Cells colored by class:
Bar = 100 um.
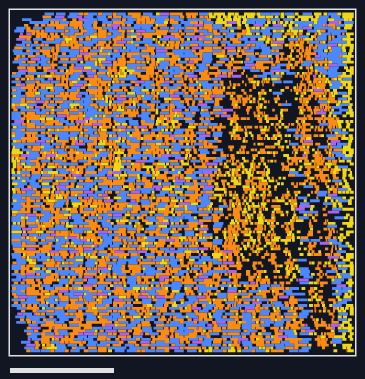
Clock network drawn from the DEF:
Bar = 100 um.
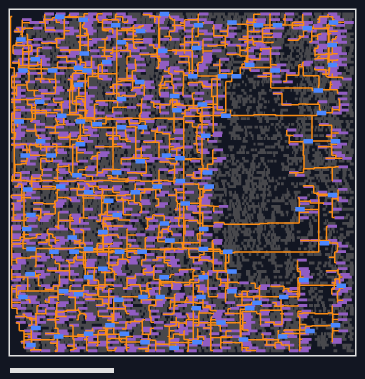
<file path="config.mk">
export PLATFORM = sky130hd
export DESIGN_NAME = decode_stage_flat
export DESIGN_NICKNAME = d
export VERILOG_FILES = /design/src/rtl/decode_stage_pkg.sv /design/src/rtl/decode_stage_if.sv /design/src/rtl/decode_stage_reg_file.sv /design/src/rtl/decode_stage.sv /design/src/flat_wrapper.sv
export SDC_FILE = /design/constraint.sdc
export NUM_CORES = 2
export LEC_CHECK = 0
export CAP_MARGIN = 15
export CORE_UTILIZATION = 61
export CTS_CLUSTER_SIZE = 30
export DETAILED_ROUTE_END_ITERATION = 12
export PLACE_DENSITY = 0.81
export SYNTH_ARGS = -nofsm -noshare
export SYNTH_HDL_FRONTEND = slang
export SYNTH_SLANG_ARGS = --single-unit
</file>
<file path="constraint.sdc">
create_clock -name Clk -period 6.5 [get_ports Clk]
set_clock_uncertainty 0.1 [all_clocks]
set_input_delay 0.975 -clock Clk [delete_from_list [all_inputs] [get_ports Clk]]
set_output_delay 0.975 -clock Clk [all_outputs]
set_load 0.01 [all_outputs]
</file>
<file path="src/rtl/decode_stage_pkg.sv">
// Shared MIPS decode definitions used by the fetch, decode and execute stages.
// The package holds the opcode and funct constants, the next-PC select codes,
// the Tnew values, the special-stall class codes, and the instruction decoder.
package mips_defs;

    // Primary opcodes (IR[31:26])
    localparam logic [5:0] OP_RTYPE = 6'h00;
    localparam logic [5:0] OP_J     = 6'h02;
    localparam logic [5:0] OP_JAL   = 6'h03;
    localparam logic [5:0] OP_BEQ   = 6'h04;
    localparam logic [5:0] OP_BNE   = 6'h05;
    localparam logic [5:0] OP_ORI   = 6'h0d;
    localparam logic [5:0] OP_LUI   = 6'h0f;
    localparam logic [5:0] OP_LW    = 6'h23;
    localparam logic [5:0] OP_SW    = 6'h2b;

    // R-type function codes (IR[5:0])
    localparam logic [5:0] FN_JR    = 6'h08;
    localparam logic [5:0] FN_MFHI  = 6'h10;
    localparam logic [5:0] FN_MTHI  = 6'h11;
    localparam logic [5:0] FN_MFLO  = 6'h12;
    localparam logic [5:0] FN_MTLO  = 6'h13;
    localparam logic [5:0] FN_MULT  = 6'h18;
    localparam logic [5:0] FN_MULTU = 6'h19;
    localparam logic [5:0] FN_DIV   = 6'h1a;
    localparam logic [5:0] FN_DIVU  = 6'h1b;
    localparam logic [5:0] FN_ADDU  = 6'h21;
    localparam logic [5:0] FN_SUBU  = 6'h23;

    // Next-PC select codes returned to fetch
    localparam logic [1:0] SEL_PC4 = 2'b00;
    localparam logic [1:0] SEL_NPC = 2'b01;

    // Stages remaining until the result exists
    localparam logic [1:0] TNEW_0 = 2'd0;
    localparam logic [1:0] TNEW_1 = 2'd1;
    localparam logic [1:0] TNEW_2 = 2'd2;
    localparam logic [1:0] TNEW_3 = 2'd3;

    // Special stall classes for the multiply/divide unit
    localparam logic [1:0] SS_NONE = 2'b00;
    localparam logic [1:0] SS_MD   = 2'b01;
    localparam logic [1:0] SS_MF   = 2'b10;

    typedef enum logic [4:0] {
        I_NOP, I_ADDU, I_SUBU, I_ORI, I_LUI, I_LW, I_SW, I_BEQ, I_BNE,
        I_J, I_JAL, I_JR, I_MULT, I_MULTU, I_DIV, I_DIVU,
        I_MFHI, I_MFLO, I_MTHI, I_MTLO
    } instr_e;

    // Anything outside the supported subset decodes as a nop.
    function automatic instr_e decode_instr(input logic [31:0] ir);
        instr_e res;
        res = I_NOP;
        case (ir[31:26])
            OP_RTYPE: begin
                case (ir[5:0])
                    FN_ADDU:  res = I_ADDU;
                    FN_SUBU:  res = I_SUBU;
                    FN_JR:    res = I_JR;
                    FN_MULT:  res = I_MULT;
                    FN_MULTU: res = I_MULTU;
                    FN_DIV:   res = I_DIV;
                    FN_DIVU:  res = I_DIVU;
                    FN_MFHI:  res = I_MFHI;
                    FN_MFLO:  res = I_MFLO;
                    FN_MTHI:  res = I_MTHI;
                    FN_MTLO:  res = I_MTLO;
                    default:  res = I_NOP;
                endcase
            end
            OP_J:    res = I_J;
            OP_JAL:  res = I_JAL;
            OP_BEQ:  res = I_BEQ;
            OP_BNE:  res = I_BNE;
            OP_ORI:  res = I_ORI;
            OP_LUI:  res = I_LUI;
            OP_LW:   res = I_LW;
            OP_SW:   res = I_SW;
            default: res = I_NOP;
        endcase
        return res;
    endfunction

endpackage

</file>
<file path="src/rtl/decode_stage_if.sv">
// Bundle of all D-stage data signals: fetch inputs, W write port, E/M forwarding
// inputs, next-PC/hazard outputs back to fetch, and the D/E register outputs.
// slave  : the decode stage itself
// master : the surrounding pipeline (or a testbench) driving it
interface decode_stage_if;
    logic [31:0] IR_F2D;
    logic [31:0] PC4_F2D;
    logic        WE_W;
    logic [4:0]  WA_W;
    logic [31:0] WD_W;
    logic        FwdValid_E;
    logic [4:0]  FwdAddr_E;
    logic [31:0] FwdData_E;
    logic        FwdValid_M;
    logic [4:0]  FwdAddr_M;
    logic [31:0] FwdData_M;
    logic [1:0]  selPC;
    logic [31:0] NPC;
    logic [1:0]  TNew_F2D;
    logic [4:0]  WhoNew_F2D;
    logic [1:0]  specialstock_D;
    logic [31:0] IR_D2E;
    logic [31:0] PC4_D2E;
    logic [31:0] RS_D2E;
    logic [31:0] RT_D2E;
    logic [31:0] EXT_D2E;
    logic [1:0]  TNew_D2E;
    logic [4:0]  WhoNew_D2E;
    logic [1:0]  specialstock_E;

    modport slave (
        input  IR_F2D, PC4_F2D, WE_W, WA_W, WD_W,
               FwdValid_E, FwdAddr_E, FwdData_E, FwdValid_M, FwdAddr_M, FwdData_M,
        output selPC, NPC, TNew_F2D, WhoNew_F2D, specialstock_D,
               IR_D2E, PC4_D2E, RS_D2E, RT_D2E, EXT_D2E, TNew_D2E, WhoNew_D2E, specialstock_E
    );

    modport master (
        output IR_F2D, PC4_F2D, WE_W, WA_W, WD_W,
               FwdValid_E, FwdAddr_E, FwdData_E, FwdValid_M, FwdAddr_M, FwdData_M,
        input  selPC, NPC, TNew_F2D, WhoNew_F2D, specialstock_D,
               IR_D2E, PC4_D2E, RS_D2E, RT_D2E, EXT_D2E, TNew_D2E, WhoNew_D2E, specialstock_E
    );
endinterface

</file>
<file path="src/rtl/decode_stage_reg_file.sv">
// 32x32 register file with two combinational read ports and one write port.
// Ports: Clk, Reset (async, active-low, clears all registers), we/wa/wd write
// port, ra1/ra2 read addresses, rd1/rd2 read data.
// $0 always reads zero; a read of the register being written this cycle
// returns the incoming write data, so W results reach D without a bubble.
module reg_file (
    input  logic        Clk,
    input  logic        Reset,
    input  logic        we,
    input  logic [4:0]  wa,
    input  logic [31:0] wd,
    input  logic [4:0]  ra1,
    input  logic [4:0]  ra2,
    output logic [31:0] rd1,
    output logic [31:0] rd2
);
    logic [31:0] regs_reg [32];
    logic        wr_en;

    assign wr_en = we && (wa != 5'd0);

    always_ff @(posedge Clk or negedge Reset) begin
        if (!Reset) begin
            for (int i = 0; i < 32; i++) begin
                regs_reg[i] <= 32'h0;
            end
        end else if (wr_en) begin
            regs_reg[wa] <= wd;
        end
    end

    assign rd1 = (ra1 == 5'd0)            ? 32'h0 :
                 (wr_en && (wa == ra1))   ? wd    : regs_reg[ra1];
    assign rd2 = (ra2 == 5'd0)            ? 32'h0 :
                 (wr_en && (wa == ra2))   ? wd    : regs_reg[ra2];
endmodule

</file>
<file path="src/rtl/decode_stage.sv">
// D stage of the 5-stage MIPS pipeline.
// Ports: Clk, Reset (async, active-low), bus (decode_stage_if.slave) carrying
// IR/PC4 from fetch, the W write port, E/M forwarding, selPC/NPC and hazard
// info back to fetch, and the D/E pipeline register outputs.
// Operands are resolved with forwarding (E over M over register file), branch
// and jump targets are produced in the same cycle, and everything is captured
// into the D/E register on every clock edge (no stall: bubbles arrive as IR=0).
module decode_stage
    import mips_defs::*;
#(
    parameter logic [31:0] RESET_PC4 = 32'h0000_3000,
    parameter logic [4:0]  RA_REG    = 5'd31
) (
    input  logic           Clk,
    input  logic           Reset,
    decode_stage_if.slave  bus
);
    logic [31:0]      ir;
    logic [31:0]      pc4;
    logic [31:0]      pc4_plus4;
    logic [15:0]      imm;
    instr_e           instr;
    logic [1:0][4:0]  src_addr;
    logic [1:0][31:0] rf_rdata;
    logic [1:0][31:0] opnd;
    logic [31:0]      ext;
    logic [1:0]       sel_pc;
    logic [31:0]      npc;
    logic [1:0]       tnew_raw;
    logic [1:0]       tnew;
    logic [4:0]       dest;
    logic [1:0]       ss;

    logic [31:0] ir_d2e_reg, pc4_d2e_reg, rs_d2e_reg, rt_d2e_reg, ext_d2e_reg;
    logic [1:0]  tnew_d2e_reg, ss_e_reg;
    logic [4:0]  who_d2e_reg;

    assign ir          = bus.IR_F2D;
    assign pc4         = bus.PC4_F2D;
    assign pc4_plus4   = pc4 + 32'd4;
    assign imm         = ir[15:0];
    assign instr       = decode_instr(ir);
    assign src_addr[0] = ir[25:21];
    assign src_addr[1] = ir[20:16];

    reg_file u_reg_file (
        .Clk   (Clk),
        .Reset (Reset),
        .we    (bus.WE_W),
        .wa    (bus.WA_W),
        .wd    (bus.WD_W),
        .ra1   (src_addr[0]),
        .ra2   (src_addr[1]),
        .rd1   (rf_rdata[0]),
        .rd2   (rf_rdata[1])
    );

    // Operand 0 is rs, operand 1 is rt; E is younger than M so it wins.
    generate
        for (genvar gi = 0; gi < 2; gi++) begin : g_opnd
            assign opnd[gi] =
                (src_addr[gi] == 5'd0) ? 32'h0 :
                (bus.FwdValid_E && (bus.FwdAddr_E == src_addr[gi])) ? bus.FwdData_E :
                (bus.FwdValid_M && (bus.FwdAddr_M == src_addr[gi])) ? bus.FwdData_M :
                rf_rdata[gi];
        end
    endgenerate

    always_comb begin
        ext = 32'h0;
        case (instr)
            I_ORI:                    ext = {16'h0, imm};
            I_LUI:                    ext = {imm, 16'h0};
            I_LW, I_SW, I_BEQ, I_BNE: ext = {{16{imm[15]}}, imm};
            default:                  ext = 32'h0;
        endcase
    end

    always_comb begin
        sel_pc = SEL_PC4;
        npc    = pc4_plus4;
        case (instr)
            I_BEQ, I_BNE: begin
                if ((opnd[0] == opnd[1]) == (instr == I_BEQ)) begin
                    sel_pc = SEL_NPC;
                    npc    = pc4 + {{14{imm[15]}}, imm, 2'b00};
                end
            end
            I_J, I_JAL: begin
                sel_pc = SEL_NPC;
                npc    = {pc4[31:28], ir[25:0], 2'b00};
            end
            I_JR: begin
                sel_pc = SEL_NPC;
                npc    = opnd[0];
            end
            default: ;
        endcase
    end

    always_comb begin
        tnew_raw = TNEW_0;
        dest     = 5'd0;
        ss       = SS_NONE;
        case (instr)
            I_LW:                          begin tnew_raw = TNEW_3; dest = ir[20:16]; end
            I_ADDU, I_SUBU:                begin tnew_raw = TNEW_2; dest = ir[15:11]; end
            I_MFHI, I_MFLO:                begin tnew_raw = TNEW_2; dest = ir[15:11]; ss = SS_MF; end
            I_ORI, I_LUI:                  begin tnew_raw = TNEW_2; dest = ir[20:16]; end
            I_JAL:                         begin tnew_raw = TNEW_1; dest = RA_REG; end
            I_MULT, I_MULTU, I_DIV, I_DIVU,
            I_MTHI, I_MTLO:                ss = SS_MD;
            default: ;
        endcase
        // A write to $0 is no write at all, so it must never stall anyone.
        tnew = (dest == 5'd0) ? TNEW_0 : tnew_raw;
    end

    always_ff @(posedge Clk or negedge Reset) begin
        if (!Reset) begin
            ir_d2e_reg   <= 32'h0;
            pc4_d2e_reg  <= RESET_PC4;
            rs_d2e_reg   <= 32'h0;
            rt_d2e_reg   <= 32'h0;
            ext_d2e_reg  <= 32'h0;
            tnew_d2e_reg <= TNEW_0;
            who_d2e_reg  <= 5'd0;
            ss_e_reg     <= SS_NONE;
        end else begin
            ir_d2e_reg   <= ir;
            pc4_d2e_reg  <= pc4;
            rs_d2e_reg   <= opnd[0];
            // jal carries its link value in the rt slot; E just passes it on.
            rt_d2e_reg   <= (instr == I_JAL) ? pc4_plus4 : opnd[1];
            ext_d2e_reg  <= ext;
            tnew_d2e_reg <= (tnew == TNEW_0) ? TNEW_0 : tnew - 2'd1;
            who_d2e_reg  <= dest;
            ss_e_reg     <= ss;
        end
    end

    assign bus.selPC          = sel_pc;
    assign bus.NPC            = npc;
    assign bus.TNew_F2D       = tnew;
    assign bus.WhoNew_F2D     = dest;
    assign bus.specialstock_D = ss;
    assign bus.IR_D2E         = ir_d2e_reg;
    assign bus.PC4_D2E        = pc4_d2e_reg;
    assign bus.RS_D2E         = rs_d2e_reg;
    assign bus.RT_D2E         = rt_d2e_reg;
    assign bus.EXT_D2E        = ext_d2e_reg;
    assign bus.TNew_D2E       = tnew_d2e_reg;
    assign bus.WhoNew_D2E     = who_d2e_reg;
    assign bus.specialstock_E = ss_e_reg;
endmodule

</file>
<file path="src/flat_wrapper.sv">
// flat-port wrapper written by rule: the top's interface ports become plain ports
module decode_stage_flat import mips_defs::*;
#(
    parameter logic [31:0] RESET_PC4 = 32'h0000_3000,
    parameter logic [4:0]  RA_REG    = 5'd31
)
  (Clk, Reset, bus_IR_F2D, bus_PC4_F2D, bus_WE_W, bus_WA_W, bus_WD_W, bus_FwdValid_E, bus_FwdAddr_E, bus_FwdData_E, bus_FwdValid_M, bus_FwdAddr_M, bus_FwdData_M, bus_selPC, bus_NPC, bus_TNew_F2D, bus_WhoNew_F2D, bus_specialstock_D, bus_IR_D2E, bus_PC4_D2E, bus_RS_D2E, bus_RT_D2E, bus_EXT_D2E, bus_TNew_D2E, bus_WhoNew_D2E, bus_specialstock_E);
  decode_stage_if bus_i ();
  input  logic Clk;
  input  logic Reset;
  input wire logic [$bits(bus_i.IR_F2D)-1:0] bus_IR_F2D;
  input wire logic [$bits(bus_i.PC4_F2D)-1:0] bus_PC4_F2D;
  input wire logic [$bits(bus_i.WE_W)-1:0] bus_WE_W;
  input wire logic [$bits(bus_i.WA_W)-1:0] bus_WA_W;
  input wire logic [$bits(bus_i.WD_W)-1:0] bus_WD_W;
  input wire logic [$bits(bus_i.FwdValid_E)-1:0] bus_FwdValid_E;
  input wire logic [$bits(bus_i.FwdAddr_E)-1:0] bus_FwdAddr_E;
  input wire logic [$bits(bus_i.FwdData_E)-1:0] bus_FwdData_E;
  input wire logic [$bits(bus_i.FwdValid_M)-1:0] bus_FwdValid_M;
  input wire logic [$bits(bus_i.FwdAddr_M)-1:0] bus_FwdAddr_M;
  input wire logic [$bits(bus_i.FwdData_M)-1:0] bus_FwdData_M;
  output wire logic [$bits(bus_i.selPC)-1:0] bus_selPC;
  output wire logic [$bits(bus_i.NPC)-1:0] bus_NPC;
  output wire logic [$bits(bus_i.TNew_F2D)-1:0] bus_TNew_F2D;
  output wire logic [$bits(bus_i.WhoNew_F2D)-1:0] bus_WhoNew_F2D;
  output wire logic [$bits(bus_i.specialstock_D)-1:0] bus_specialstock_D;
  output wire logic [$bits(bus_i.IR_D2E)-1:0] bus_IR_D2E;
  output wire logic [$bits(bus_i.PC4_D2E)-1:0] bus_PC4_D2E;
  output wire logic [$bits(bus_i.RS_D2E)-1:0] bus_RS_D2E;
  output wire logic [$bits(bus_i.RT_D2E)-1:0] bus_RT_D2E;
  output wire logic [$bits(bus_i.EXT_D2E)-1:0] bus_EXT_D2E;
  output wire logic [$bits(bus_i.TNew_D2E)-1:0] bus_TNew_D2E;
  output wire logic [$bits(bus_i.WhoNew_D2E)-1:0] bus_WhoNew_D2E;
  output wire logic [$bits(bus_i.specialstock_E)-1:0] bus_specialstock_E;
  assign bus_i.IR_F2D = bus_IR_F2D;
  assign bus_i.PC4_F2D = bus_PC4_F2D;
  assign bus_i.WE_W = bus_WE_W;
  assign bus_i.WA_W = bus_WA_W;
  assign bus_i.WD_W = bus_WD_W;
  assign bus_i.FwdValid_E = bus_FwdValid_E;
  assign bus_i.FwdAddr_E = bus_FwdAddr_E;
  assign bus_i.FwdData_E = bus_FwdData_E;
  assign bus_i.FwdValid_M = bus_FwdValid_M;
  assign bus_i.FwdAddr_M = bus_FwdAddr_M;
  assign bus_i.FwdData_M = bus_FwdData_M;
  assign bus_selPC = bus_i.selPC;
  assign bus_NPC = bus_i.NPC;
  assign bus_TNew_F2D = bus_i.TNew_F2D;
  assign bus_WhoNew_F2D = bus_i.WhoNew_F2D;
  assign bus_specialstock_D = bus_i.specialstock_D;
  assign bus_IR_D2E = bus_i.IR_D2E;
  assign bus_PC4_D2E = bus_i.PC4_D2E;
  assign bus_RS_D2E = bus_i.RS_D2E;
  assign bus_RT_D2E = bus_i.RT_D2E;
  assign bus_EXT_D2E = bus_i.EXT_D2E;
  assign bus_TNew_D2E = bus_i.TNew_D2E;
  assign bus_WhoNew_D2E = bus_i.WhoNew_D2E;
  assign bus_specialstock_E = bus_i.specialstock_E;
  decode_stage #(.RESET_PC4(RESET_PC4), .RA_REG(RA_REG)) u_core (.Clk(Clk), .Reset(Reset), .bus(bus_i));
endmodule
</file>
==> impl_metrics.yaml <==
# flow metrics
floorplan:
  fp-row-count: 120
  fp_util_pct: 61.7
  dieWidth_um: 332
  ios: 392
  core_um2: 107000
  die_y_um: 332
  die_area_um2: 110000
setup_path:
  worstPathCellList: "clkdlybuf4s50_1 -> buf_12 -> nor3_4 -> buf_4 -> a211o_4 -> a211oi_4 -> buf_6 -> a221oi_1 -> o2bb2ai_1 -> xnor2_1 -> buf_4 -> o211ai_1 -> nor4_2 -> buf_4 -> and4_4 -> nand2b_4 -> xnor2_4 -> buf_12 -> a21oi_1 -> a2bb2oi_2 -> clkdlybuf4s50_1"
  cp_max_fo: 11
  reg2reg_depth: 6
  cp_slowest_cell: "clkdlybuf4s50_1"
  cp.arrival_ns: 5.46
  cp_num_buf_inv: 8
  critPathTopFamily: "buffers and inverters"
  critPathRequiredTime_ns: 5.42
  cp_slowest_stage_delay_ns: 0.56
  cp-start-kind: "primary input"
  crit_type: "primary input to output pin"
  r2r_slack_ns: 3.61
  end_kind: "output pin"
  crit_top_cell: "buf_4"
  cp.depth: 21
cells_and_area:
  lay_top_cells: "dfrtp_1 (1191), mux2_2 (1006), buf_4 (763)"
  fill_cells: 6504
  syn2layout_area_growth_pct: 23.3
  largest_reg_flops: 1024
  drive_above_1_share_pct: 44.5
  final_area_um2: 81700
  final_common_cell: "dfrtp_1"
  final_nets: 6047
sta:
  min_period_over_period_pct: 101
  clock.fmax_ghz: 0.153
  slew_viol_final: 0
  tightestPinTransition_ns: 1.33
  grt_setup_unrepaired: "true"
  slew_headroom_pct: 11.1
  setup_viol: 1
  period_minus_slack_ns: 6.54
  fin_tns_setup_ns: -0.0371
  fin_ws_ns: -0.0371
  hold_viol: 0
run_status:
  status: "complete, but fails checks"
  violations: "setup timing"
power:
  pwr_density_cell_nw_per_um2: 284
  power_frac_seq_pct: 42.2
  power_leader: "registers"
  p_sw_mw: 7.00
  pg_clk_mw: 7.41
  p_int_mw: 16.2
  switching_share_pct: 30.2
  powerComb_mw: 5.98
  total_power_mw: 23.2
  clockPowerShare_pct: 32.0
  comb_power_share_pct: 25.8
  p_leak_nw: 36.5
  ir_drop_mv: 0.253
  seq_cell_power_mw: 9.79
grt:
  grt_pass1_wl_um: 395000
  use_met3_pct: 21.0
  use_met2_pct: 72.0
  use_met1_pct: 61.6
  overflow: 0
  grt_max_degree: 177
  grt_pass1_vias: 54500
  grt.total_usage_pct: 50.2
  grt.busiest_layer: "met2"
  grt_antenna_before_repair: 22
synth:
  synth_cell_types: 110
  ys_chip_area_um2: 66300
  ys_warn_count: 0
  synth-edff-count: 0
  syn-num-nets: 5170
  flop_cell: "dfrtp_1"
  netlist_instances: 4959
  postSynthSeqShare_pct: 45.1
  async_flop_share_pct: 100
  ys_cells: 4959
  synth.avg_cell_area_um2: 13.4
  netlist_area_um2: 66300
  ys_ff: 1193
job:
  max_cap_viol_count: 0
  warnings: 56
detailed_routing:
  firstDrtPassIters: 7
  ant_nets: 0
  drc: 0
  viasPerCell: 7.40
  first_iter_violations: 7994
  wire_per_inst_um: 37.6
  vias: 54400
  totalWireLength_um: 277000
clock_network:
  htree_levels: 3
  clkTransAtPathRegs_ns: 0.06
  clk_latency_ns: 0.76
  cts_made_buffers: 120
  cts_tree: "yes"
  cts-root-buf: "clkbuf_16"
  cts_sinks: 1193
  clk_path_buf_depth: 3
  cts_hold_buf: 0
place:
  dpl.hpwl_um: 193000
  place_congestion: 1.07
  dpl-instance-area_um2: 76800
  portBuffers: 390
worst_hold_path:
  min_path_type: "primary input to async pin"
Notes on 'cells colored by class' above:
clock drivers and dummy loads -> purple  # cells 220, share of their area 5.2%
sequential cells -> blue  # cells 1193, share of their area 37%
remaining buffers and delay cells -> yellow  # cells 1246, share of their area 14%
remaining logic cells -> orange  # cells 3275, share of their area 43%

Notes on 'clock network drawn from the DEF' above:
clock wires -> orange  # length 14700 um
flip-flops -> purple  # count 1193
clock-net drivers -> blue  # count 120
flops lie = all over the die
routed clock nets = 121

[cells by family (layout without fill, tap and decap cells)]
family | after synthesis | after routing | synth area share, %
simple gates | 660 | 660 | 5.02
mux | 1718 | 1718 | 35.6
fa+ha+maj | 31 | 31 | 0.597
compound gates | 727 | 727 | 8.09
flops | 1193 | 1193 | 45.1
other cells | 1 | 16 | 0.00566
buf+inv | 516 | 1491 | 4.10
xor+xnor | 113 | 113 | 1.53
[metal layers]
metal	up-vias	wire, um
met5	-	167
met4	24	23800
met3	1336	40600
met2	4727	117000
met1	27600	94500
li1	20800	-
[final timing paths]
| path | start | endpoint |
|---|---|---|
| min in group Clk | u_core.u_reg_file.regs_reg[996] | u_core.u_reg_file.regs_reg[996] |
| min | Reset | u_core.bus.PC4_D2E[14] |
| max | bus_WA_W[3] | bus_NPC[18] |
| max reg2reg | u_core.u_reg_file.regs_reg[142] | u_core.bus.RT_D2E[14] |
| max in group asynchronous | Reset | u_core.u_reg_file.regs_reg[163] |
| min reg2reg | u_core.u_reg_file.regs_reg[996] | u_core.u_reg_file.regs_reg[996] |
[stage by stage]
step	utilization [%]	std cells	hold WS (ns)	setup slack, ns
6_report	76.1	7352	0.117	-0.0371
4_1_cts	75.9	7324	0.141	0.00229
3_3_place_gp	71.5	7084	0.277	-0.682
5_1_grt	76.1	7341	0.176	-0.144
3_5_place_dp	71.5	7084	0.282	-0.622
2_1_floorplan	-	4959	0.341	0.949
[synthesized netlist by cell type, types with 12 or more instances]
cell type | n | area, um2
nand2_1 | 177 | 664
a221o_1 | 22 | 220
a22oi_1 | 119 | 893
and3_1 | 24 | 150
o211ai_1 | 19 | 143
nand4_1 | 24 | 150
buf_2 | 92 | 460
o21ai_0 | 94 | 470
buf_4 | 43 | 323
a21o_1 | 32 | 240
o221ai_1 | 25 | 219
buf_6 | 46 | 518
a221oi_1 | 58 | 508
buf_1 | 58 | 218
a21oi_1 | 101 | 505
nor2b_1 | 40 | 250
mux4_2 | 410 | 9230
nor3_1 | 33 | 165
a31oi_1 | 25 | 156
o21a_1 | 17 | 128
xor2_1 | 36 | 315
xnor2_1 | 75 | 657
o22a_1 | 12 | 105
and2_1 | 20 | 125
nand3_1 | 91 | 455
nor2_1 | 138 | 518
inv_1 | 22 | 82.6
mux2_2 | 1006 | 11300
ha_1 | 30 | 375
nand2b_1 | 23 | 144
clkbuf_1 | 239 | 897
o22ai_1 | 30 | 188
nand3b_1 | 15 | 113
mux2i_1 | 302 | 3020
a22o_1 | 33 | 289
a211oi_1 | 15 | 113
dfrtp_1 | 1191 | 29800
[repair_timing]
item | 4_1_cts | 5_1_grt
buffers inserted | 20 | 9
endpoints found under the setup margin | 31 | 31
resized | 96 | 37
pin swaps | 13 | 9
[layout make-up]
type / count / area, um2 / area share, %
antenna: 15 / 37.5 / 0.0460
sequential: 1193 / 29900 / 36.6
inverter: 25 / 93.8 / 0.115
multi-input combinational: 3250 / 34300 / 42.0
timing repair buffer: 1246 / 11400 / 14.0
clock inverter: 44 / 588 / 0.720
tap: 1403 / 1760 / 2.15
clock buffer: 176 / 3600 / 4.41
No activity file was given, so power comes from the tool's default toggle rates.
